### config.mk
export PLATFORM = sky130hd
export DESIGN_NAME = bank_timing_fsm
export DESIGN_NICKNAME = d
export VERILOG_FILES = /design/src/rtl/ddr_fsm_pkg.sv /design/src/rtl/timing_counter.sv /design/src/rtl/bank_timing_fsm.sv
export SDC_FILE = /design/constraint.sdc
export NUM_CORES = 1
export LEC_CHECK = 0
export CORE_ASPECT_RATIO = 1.75
export CORE_UTILIZATION = 34
export CTS_BUF_LIST = sky130_fd_sc_hd__clkbuf_4 sky130_fd_sc_hd__clkbuf_8
export CTS_CLUSTER_SIZE = 8
export DETAILED_ROUTE_END_ITERATION = 8
export PLACE_DENSITY = 0.82
export RECOVER_POWER = 25
export SLEW_MARGIN = 10
export SYNTH_ARGS = -nofsm -noshare
export SYNTH_HDL_FRONTEND = slang
export SYNTH_HIERARCHICAL = 1
export SYNTH_SLANG_ARGS = --single-unit
export TNS_END_PERCENT = 100
### constraint.sdc
create_clock -name clk -period 2.2 [get_ports clk]
set_input_delay 0.44 -clock clk [delete_from_list [all_inputs] [get_ports clk]]
set_output_delay 0.44 -clock clk [all_outputs]
set_load 0.01 [all_outputs]
### src/rtl/ddr_fsm_pkg.sv
// Shared definitions for the DDR bank timing FSM: bank state codes,
// default timing values and the width of the shared timing down-counter.
package ddr_fsm_pkg;

  // Default timing values in clock cycles.
  localparam int unsigned DEF_TRCD = 4;
  localparam int unsigned DEF_TCL  = 5;
  localparam int unsigned DEF_TCWL = 4;
  localparam int unsigned DEF_TRP  = 4;
  localparam int unsigned DEF_TRFC = 16;
  localparam int unsigned DEF_BL   = 8;

  // Bank state codes. The bank data path decodes these values directly,
  // so the encodings are fixed rather than left to the synthesis tool.
  typedef enum logic [4:0] {
    S_IDLE        = 5'b00000,
    S_ACTIVATING  = 5'b00001,
    S_BANK_ACTIVE = 5'b00010,
    S_PRECHARGING = 5'b00100,
    S_REFRESHING  = 5'b00101,
    S_READ_WAIT   = 5'b01010,
    S_READING     = 5'b01011,
    S_READING_AP  = 5'b01100,
    S_WRITE_WAIT  = 5'b10001,
    S_WRITING     = 5'b10010,
    S_WRITING_AP  = 5'b10011
  } bank_state_e;

  // Counter width for a set of timing parameters: clog2 of the largest one.
  // The counter is loaded with (parameter - 1), which always fits in that
  // width. The width is at least 1 bit so that all-ones timings still work.
  function automatic int unsigned cnt_width(input int unsigned a, input int unsigned b,
                                            input int unsigned c, input int unsigned d,
                                            input int unsigned e, input int unsigned f);
    int unsigned m;
    m = a;
    if (b > m) m = b;
    if (c > m) m = c;
    if (d > m) m = d;
    if (e > m) m = e;
    if (f > m) m = f;
    return (m < 2) ? 1 : $clog2(m);
  endfunction

  // Counter width for the default timing set.
  localparam int unsigned CNT_W = cnt_width(DEF_TRCD, DEF_TCL, DEF_TCWL,
                                            DEF_TRP, DEF_TRFC, DEF_BL);

endpackage

### src/rtl/timing_counter.sv
// Loadable down-counter that all timed bank states share. A load takes
// priority over counting. The counter decrements while enabled and stops
// at zero.
module timing_counter
  import ddr_fsm_pkg::*;
#(
  parameter int unsigned W = CNT_W
) (
  input  logic         clk,
  input  logic         rst,
  input  logic         i_en,
  input  logic         i_load,
  input  logic [W-1:0] i_load_val,
  output logic [W-1:0] o_count,
  output logic         o_zero
);

  logic [W-1:0] r_count;

  // Load on timed-state entry, otherwise count down to zero while enabled.
  // NOTE: sequential state uses non-blocking (<=) so every flop samples
  // pre-edge values; blocking here would create order-dependent races.
  always_ff @(posedge clk or posedge rst) begin
    if (rst) begin
      r_count <= '0;
    end else if (i_load) begin
      r_count <= i_load_val;
    end else if (i_en && (r_count != '0)) begin
      r_count <= r_count - W'(1);
    end
  end

  assign o_count = r_count;
  assign o_zero  = (r_count == '0);

endmodule

### src/rtl/bank_timing_fsm.sv
// DDR single-bank timing FSM. It accepts decoded command strobes, sequences
// the bank through activate/read/write/precharge/refresh with one shared
// down-counter, and flags rejected commands with a one-cycle illegal_cmd pulse.
// Optional feature: define BANK_TIMING_STATS_EN to enable the ACT/RD/WR
// statistics counters. Otherwise those ports are tied to zero.
module bank_timing_fsm
  import ddr_fsm_pkg::*;
#(
  parameter int unsigned tRCD = DEF_TRCD,
  parameter int unsigned tCL  = DEF_TCL,
  parameter int unsigned tCWL = DEF_TCWL,
  parameter int unsigned tRP  = DEF_TRP,
  parameter int unsigned tRFC = DEF_TRFC,
  parameter int unsigned BL   = DEF_BL
) (
  input  logic        clk,
  input  logic        rst,
  input  logic        halt,
  input  logic        ACT,
  input  logic        PR,
  input  logic        PRA,
  input  logic        RD,
  input  logic        RDA,
  input  logic        WR,
  input  logic        WRA,
  input  logic        REF,
  output logic [4:0]  state,
  output logic        busy,
  output logic        illegal_cmd,
  output logic [31:0] act_count,
  output logic [31:0] rd_count,
  output logic [31:0] wr_count
);

  localparam int unsigned CW = cnt_width(tRCD, tCL, tCWL, tRP, tRFC, BL);

  // Values loaded into the counter on timed-state entry. A state loaded
  // with (N - 1) lasts exactly N cycles.
  localparam logic [CW-1:0] L_RCD = CW'(tRCD - 1);
  localparam logic [CW-1:0] L_CL  = CW'(tCL  - 1);
  localparam logic [CW-1:0] L_CWL = CW'(tCWL - 1);
  localparam logic [CW-1:0] L_RP  = CW'(tRP  - 1);
  localparam logic [CW-1:0] L_RFC = CW'(tRFC - 1);
  localparam logic [CW-1:0] L_BL  = CW'(BL   - 1);

  bank_state_e   r_state;
  bank_state_e   w_next_state;
  logic          r_flag;        // auto-precharge requested by RDA/WRA
  logic          w_flag_next;
  logic          r_illegal;
  logic          w_illegal;
  logic          w_load;
  logic [CW-1:0] w_load_val;
  logic [CW-1:0] w_count;
  logic          w_cnt_zero;
  logic [7:0]    w_cmd;
  logic          w_any;
  logic          w_multi;

  assign w_cmd   = {ACT, PR, PRA, RD, RDA, WR, WRA, REF};
  assign w_any   = |w_cmd;
  // Clearing the lowest set bit leaves a nonzero value only when two or
  // more strobes are asserted.
  assign w_multi = |(w_cmd & (w_cmd - 8'd1));

  // The counter freezes during halt. Loads come only from accepted transitions.
  timing_counter #(
    .W (CW)
  ) u_timing_counter (
    .clk        (clk),
    .rst        (rst),
    .i_en       (~halt),
    .i_load     (w_load),
    .i_load_val (w_load_val),
    .o_count    (w_count),
    .o_zero     (w_cnt_zero)
  );

  // Next-state, counter load, auto-precharge flag and illegal-command decode.
  // NOTE: every signal gets a default before any branch. A path that leaves
  // a combinational output unassigned infers a latch.
  always_comb begin
    w_next_state = r_state;
    w_load       = 1'b0;
    w_load_val   = '0;
    w_illegal    = 1'b0;
    w_flag_next  = r_flag;
    if (!halt) begin
      case (r_state)
        S_IDLE: begin
          if (w_multi) begin
            w_illegal = 1'b1;
          end else if (ACT) begin
            w_next_state = S_ACTIVATING;
            w_load       = 1'b1;
            w_load_val   = L_RCD;
          end else if (REF) begin
            w_next_state = S_REFRESHING;
            w_load       = 1'b1;
            w_load_val   = L_RFC;
          end else if (RD | RDA | WR | WRA) begin
            w_illegal = 1'b1;
          end
          // A precharge command in IDLE is harmless and is dropped silently.
        end
        S_BANK_ACTIVE: begin
          if (w_multi) begin
            w_illegal = 1'b1;
          end else if (RD | RDA) begin
            w_next_state = S_READ_WAIT;
            w_load       = 1'b1;
            w_load_val   = L_CL;
            w_flag_next  = RDA;
          end else if (WR | WRA) begin
            w_next_state = S_WRITE_WAIT;
            w_load       = 1'b1;
            w_load_val   = L_CWL;
            w_flag_next  = WRA;
          end else if (PR | PRA) begin
            w_next_state = S_PRECHARGING;
            w_load       = 1'b1;
            w_load_val   = L_RP;
          end else if (ACT | REF) begin
            w_illegal = 1'b1;
          end
        end
        default: begin
          // Busy states reject every command and advance only on timeout.
          w_illegal = w_any;
          if (w_cnt_zero) begin
            case (r_state)
              S_ACTIVATING: w_next_state = S_BANK_ACTIVE;
              S_READ_WAIT: begin
                w_next_state = r_flag ? S_READING_AP : S_READING;
                w_load       = 1'b1;
                w_load_val   = L_BL;
              end
              S_WRITE_WAIT: begin
                w_next_state = r_flag ? S_WRITING_AP : S_WRITING;
                w_load       = 1'b1;
                w_load_val   = L_BL;
              end
              S_READING, S_WRITING: w_next_state = S_BANK_ACTIVE;
              S_READING_AP, S_WRITING_AP: begin
                w_next_state = S_PRECHARGING;
                w_load       = 1'b1;
                w_load_val   = L_RP;
              end
              S_PRECHARGING, S_REFRESHING: w_next_state = S_IDLE;
              default: w_next_state = S_IDLE;  // recover from undefined codes
            endcase
          end
        end
      endcase
    end
  end

  // State, flag and illegal-pulse registers. Halt already forces hold values.
  always_ff @(posedge clk or posedge rst) begin
    if (rst) begin
      r_state   <= S_IDLE;
      r_flag    <= 1'b0;
      r_illegal <= 1'b0;
    end else begin
      r_state   <= w_next_state;
      r_flag    <= w_flag_next;
      r_illegal <= w_illegal;
    end
  end

  assign state       = r_state;
  assign busy        = (r_state != S_IDLE) && (r_state != S_BANK_ACTIVE);
  assign illegal_cmd = r_illegal;

`ifdef BANK_TIMING_STATS_EN
  logic [31:0] r_act_count;
  logic [31:0] r_rd_count;
  logic [31:0] r_wr_count;
  logic        w_inc_act;
  logic        w_inc_rd;
  logic        w_inc_wr;

  // A command is accepted exactly when it moves the FSM out of its idle or
  // active resting state.
  assign w_inc_act = (r_state == S_IDLE)        && (w_next_state == S_ACTIVATING);
  assign w_inc_rd  = (r_state == S_BANK_ACTIVE) && (w_next_state == S_READ_WAIT);
  assign w_inc_wr  = (r_state == S_BANK_ACTIVE) && (w_next_state == S_WRITE_WAIT);

  // Statistics counters. They wrap naturally modulo 2^32.
  always_ff @(posedge clk or posedge rst) begin
    if (rst) begin
      r_act_count <= '0;
      r_rd_count  <= '0;
      r_wr_count  <= '0;
    end else begin
      if (w_inc_act) r_act_count <= r_act_count + 32'd1;
      if (w_inc_rd)  r_rd_count  <= r_rd_count  + 32'd1;
      if (w_inc_wr)  r_wr_count  <= r_wr_count  + 32'd1;
    end
  end

  assign act_count = r_act_count;
  assign rd_count  = r_rd_count;
  assign wr_count  = r_wr_count;
`else
  assign act_count = '0;
  assign rd_count  = '0;
  assign wr_count  = '0;
`endif

endmodule
### The metal 3 layer

The bar under the picture is 20 um long.
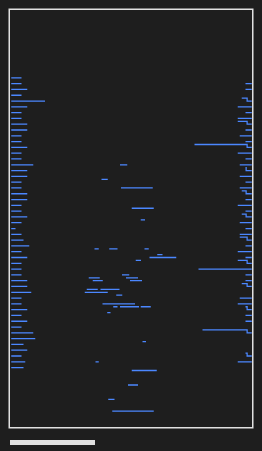
nets with wire on the layer: 114
share of all routed wire: 9.2%
main direction: horizontal
longest straight run: 12.2 um
wire length on this layer: 352 um
final wirelength: 3810 um
routing usage on met3: 2.25%
via count: 1546

### Clock nets

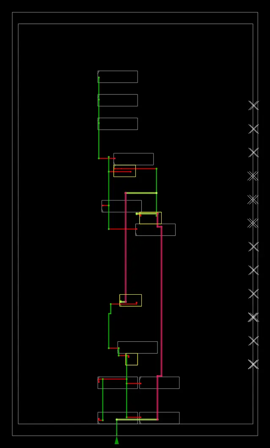
final-layout clock buffer total: 4
clk pwr: 224 uW
clk_skew: 5.55 ps

### Metal 2

The bar under the picture is 20 um long.
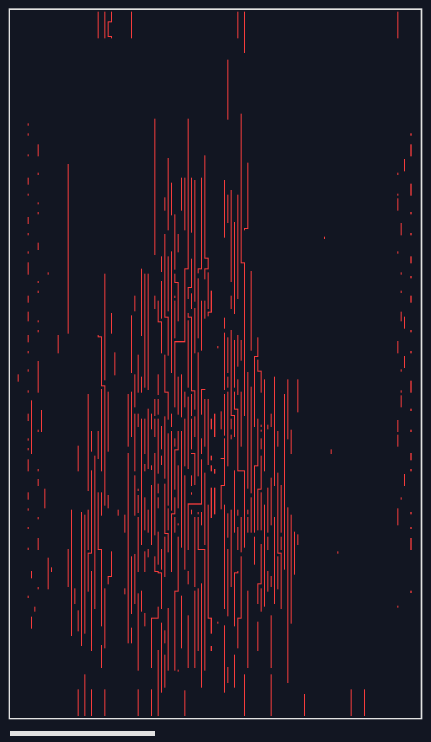
wire length on this layer: 2010 um
main direction: vertical
share of all routed wire: 53%
longest straight run: 26.2 um
met2 global-route usage: 25.0%

==> changes_impl.md <==
### Implementation results

* Mux share at 3.08%
* Leakage at 0.00104 uW
* Non-CTS buffers at 54
* Top area contributor share at 40.4%
* Top logic family: buffers and inverters
* Yosys Instances at 228
* FMAX at 445 MHz
* Dpl ws at -642 ps
* Max cap viols at 0
* CP arrival at 2370 ps
* Async SR Flop Fraction at 100%
* Global route overflow at 0
* Final design utilization at 40.7%
* Worst r2r src: u_timing_counter/o_count[0]
* Hold Crit Class: in -> async
* Routed len/inst at 11.4 um
* XOR/XNOR Fraction of Synth Area at 0%
* WL met3 at 351 um
* Cell Type Count at 57
* Req. time, crit path at 2330 ps
* CTS Hold Bufs at 0
* Largest net degree at the start of global routing at 18
* Largest cell class: logic gates
* Critical Path Start: RD
* Crit path kind: in -> reg
* Commonest cells in the netlist: buf_4, a21oi_1, nor2_1
* CTS Buf Count at 3
* R2r setup slk at 30 ps
* Sequential cell area share at 13.5%
* CP delay by family, top: AND-OR/OR-AND gates
* Warnings from Yosys at 6
* Outcome: finished, violations left
* Die X at 56.8 um
* Diode count at 0
* Flop count at 11
* Post-synthesis sequential area ratio at 15.4%
* Crit-path cells: buf_6 > buf_6 > buf_6 > buf_6 > a211o_1 > a221oi_4 > o22a_1 > a21oi_2 > nor3b_2 > buf_4 > nor3_2 > a221o_1
* Nets at 292
* Initial DRC Count at 63
* Drt first pass iters at 6
* DR top layer: met4
* Global-route wire length before repair at 5770 um
* Simple share at 18.6%
* Final Cell Area at 0.00204 mm2
* Most used flip-flop cell: dfrtp_1
* Setup Viol. Count Final at 4
* Logic area at 0.00116 mm2
* Slowest CP cell: a211o_1
* Port bufs at 17
* Layout area overhead at 14.3%
* Final setup margin at -47.0 ps
* Dpl hpwl at 2850 um
* Critical path depth at 12
* DR vias/cell at 4.64
* CTS resizes at 22
* Pwr Density at 857 mW/mm2
* Tcrit/Tclk final at 102%
* Drc violations at 26
* CP endpoint kind: flop
* Failing checks: design-rule violations, negative setup slack
* CP dominant cell by count: buf_6
* VDD IR max at 311 uV
* Synth Area per Inst at 7.83 um2
* Met2 wire length at 2010 um
* R2r endpoint: state[3]
* Io pins at 114
* Placed instance area at 0.00187 mm2
* Ys flops at 11
* Synthesized instance count at 228
* Clock root buffer: clkbuf_8
* Vias in the first global route at 1378
* # Taps at 54
* Overall power at 1750 uW
* Fill cells at 480
* Met1 wire length at 1210 um
* EDFF count, synth at 0
* Unrepaired setup endpoints after global routing: yes
* Clock Sinks at 11
* Core box area at 0.00502 mm2
* Complex Gates by Area at 18.1%
* Comb area share at 57.1%
* Max Buffers Root-to-Sink at 2
* Synthesized area at 0.00179 mm2
* Clock network area share at 2.39%
* Final-report hold violation count at 0
* Inverter count at 9
* Detail Route Antenna Nets at 0
* Worst r2r path cells at 9
* Yosys chip area at 0.00179 mm2
* Slew Limit Fails at 0
* Late-Pin Clk Latency at 250 ps
* FP Core Util at 35.6%
* Top cells by area: buf_4, dfrtp_1, a21oi_1
* Die H at 97.9 um
* Worst-path clk slew at 50 ps
* Postcts setup bufs at 4
* Chip area at 0.00556 mm2
* Slowest stage delay, CP at 300 ps
* Share of layout cells above drive strength 1 at 24.7%
* Clock H-tree levels at 1
* Total GRT Usage at 13.2%
* Area leader, netlist: buf_4
* Yosys top cell by instances: buf_4
* Comb_multi_in at 201
* Worst Path Buf+Inv at 5
* CP Max Fanout at 5
* Met1 Use GR at 11.4%
* Adder-Cell Fraction of Synth Area at 0.701%
* TritonCTS clock tree: done
* Antenna violations before repair at 0
* Setup crit end: u_timing_counter/o_count[3]
* Data buffer area share at 22.1%
* Rows at 34
* Reg area at 275 um2
* GRT Max-Usage Layer: met2
* Minimum clock period at 2250 ps
* Critical Path Source Type: input port
* Tool warning count at 29
* Placer Congestion at 0.859
[placed cells by master (no fill, tap or decap), drive strengths merged, types with 3 or more instances in the layout]
cell type,instances
nand2,10
conb,96
inv,9
mux2,4
buf,40
a31oi,4
o22ai,3
o21ai,9
nor4,5
nor3,4
clkdlybuf4s50,9
clkbuf,5
a21oi,13
nor2,12
dfrtp,11
[registers in the layout (all words and copies together), names as in the netlist]
signal,count
state,5
u_timing_counter/o_count,4
illegal_cmd,1
r_flag,1
[stage by stage]
step	cells	TNS (ps)	hold slack, ps
floorplan	323	-132	206
global placement	322	-5110	547
finish	333	-89.7	552
detailed placement	322	-5420	578
global route	333	-658	574
CTS	330	-291	431
[power by group]
group	internal, uW	total [uW]	switching [uW]
clock	140	224	83.8
combinational	535	1170	630
sequential	275	360	85.7
No activity file was given, so power comes from the tool's default toggle rates.
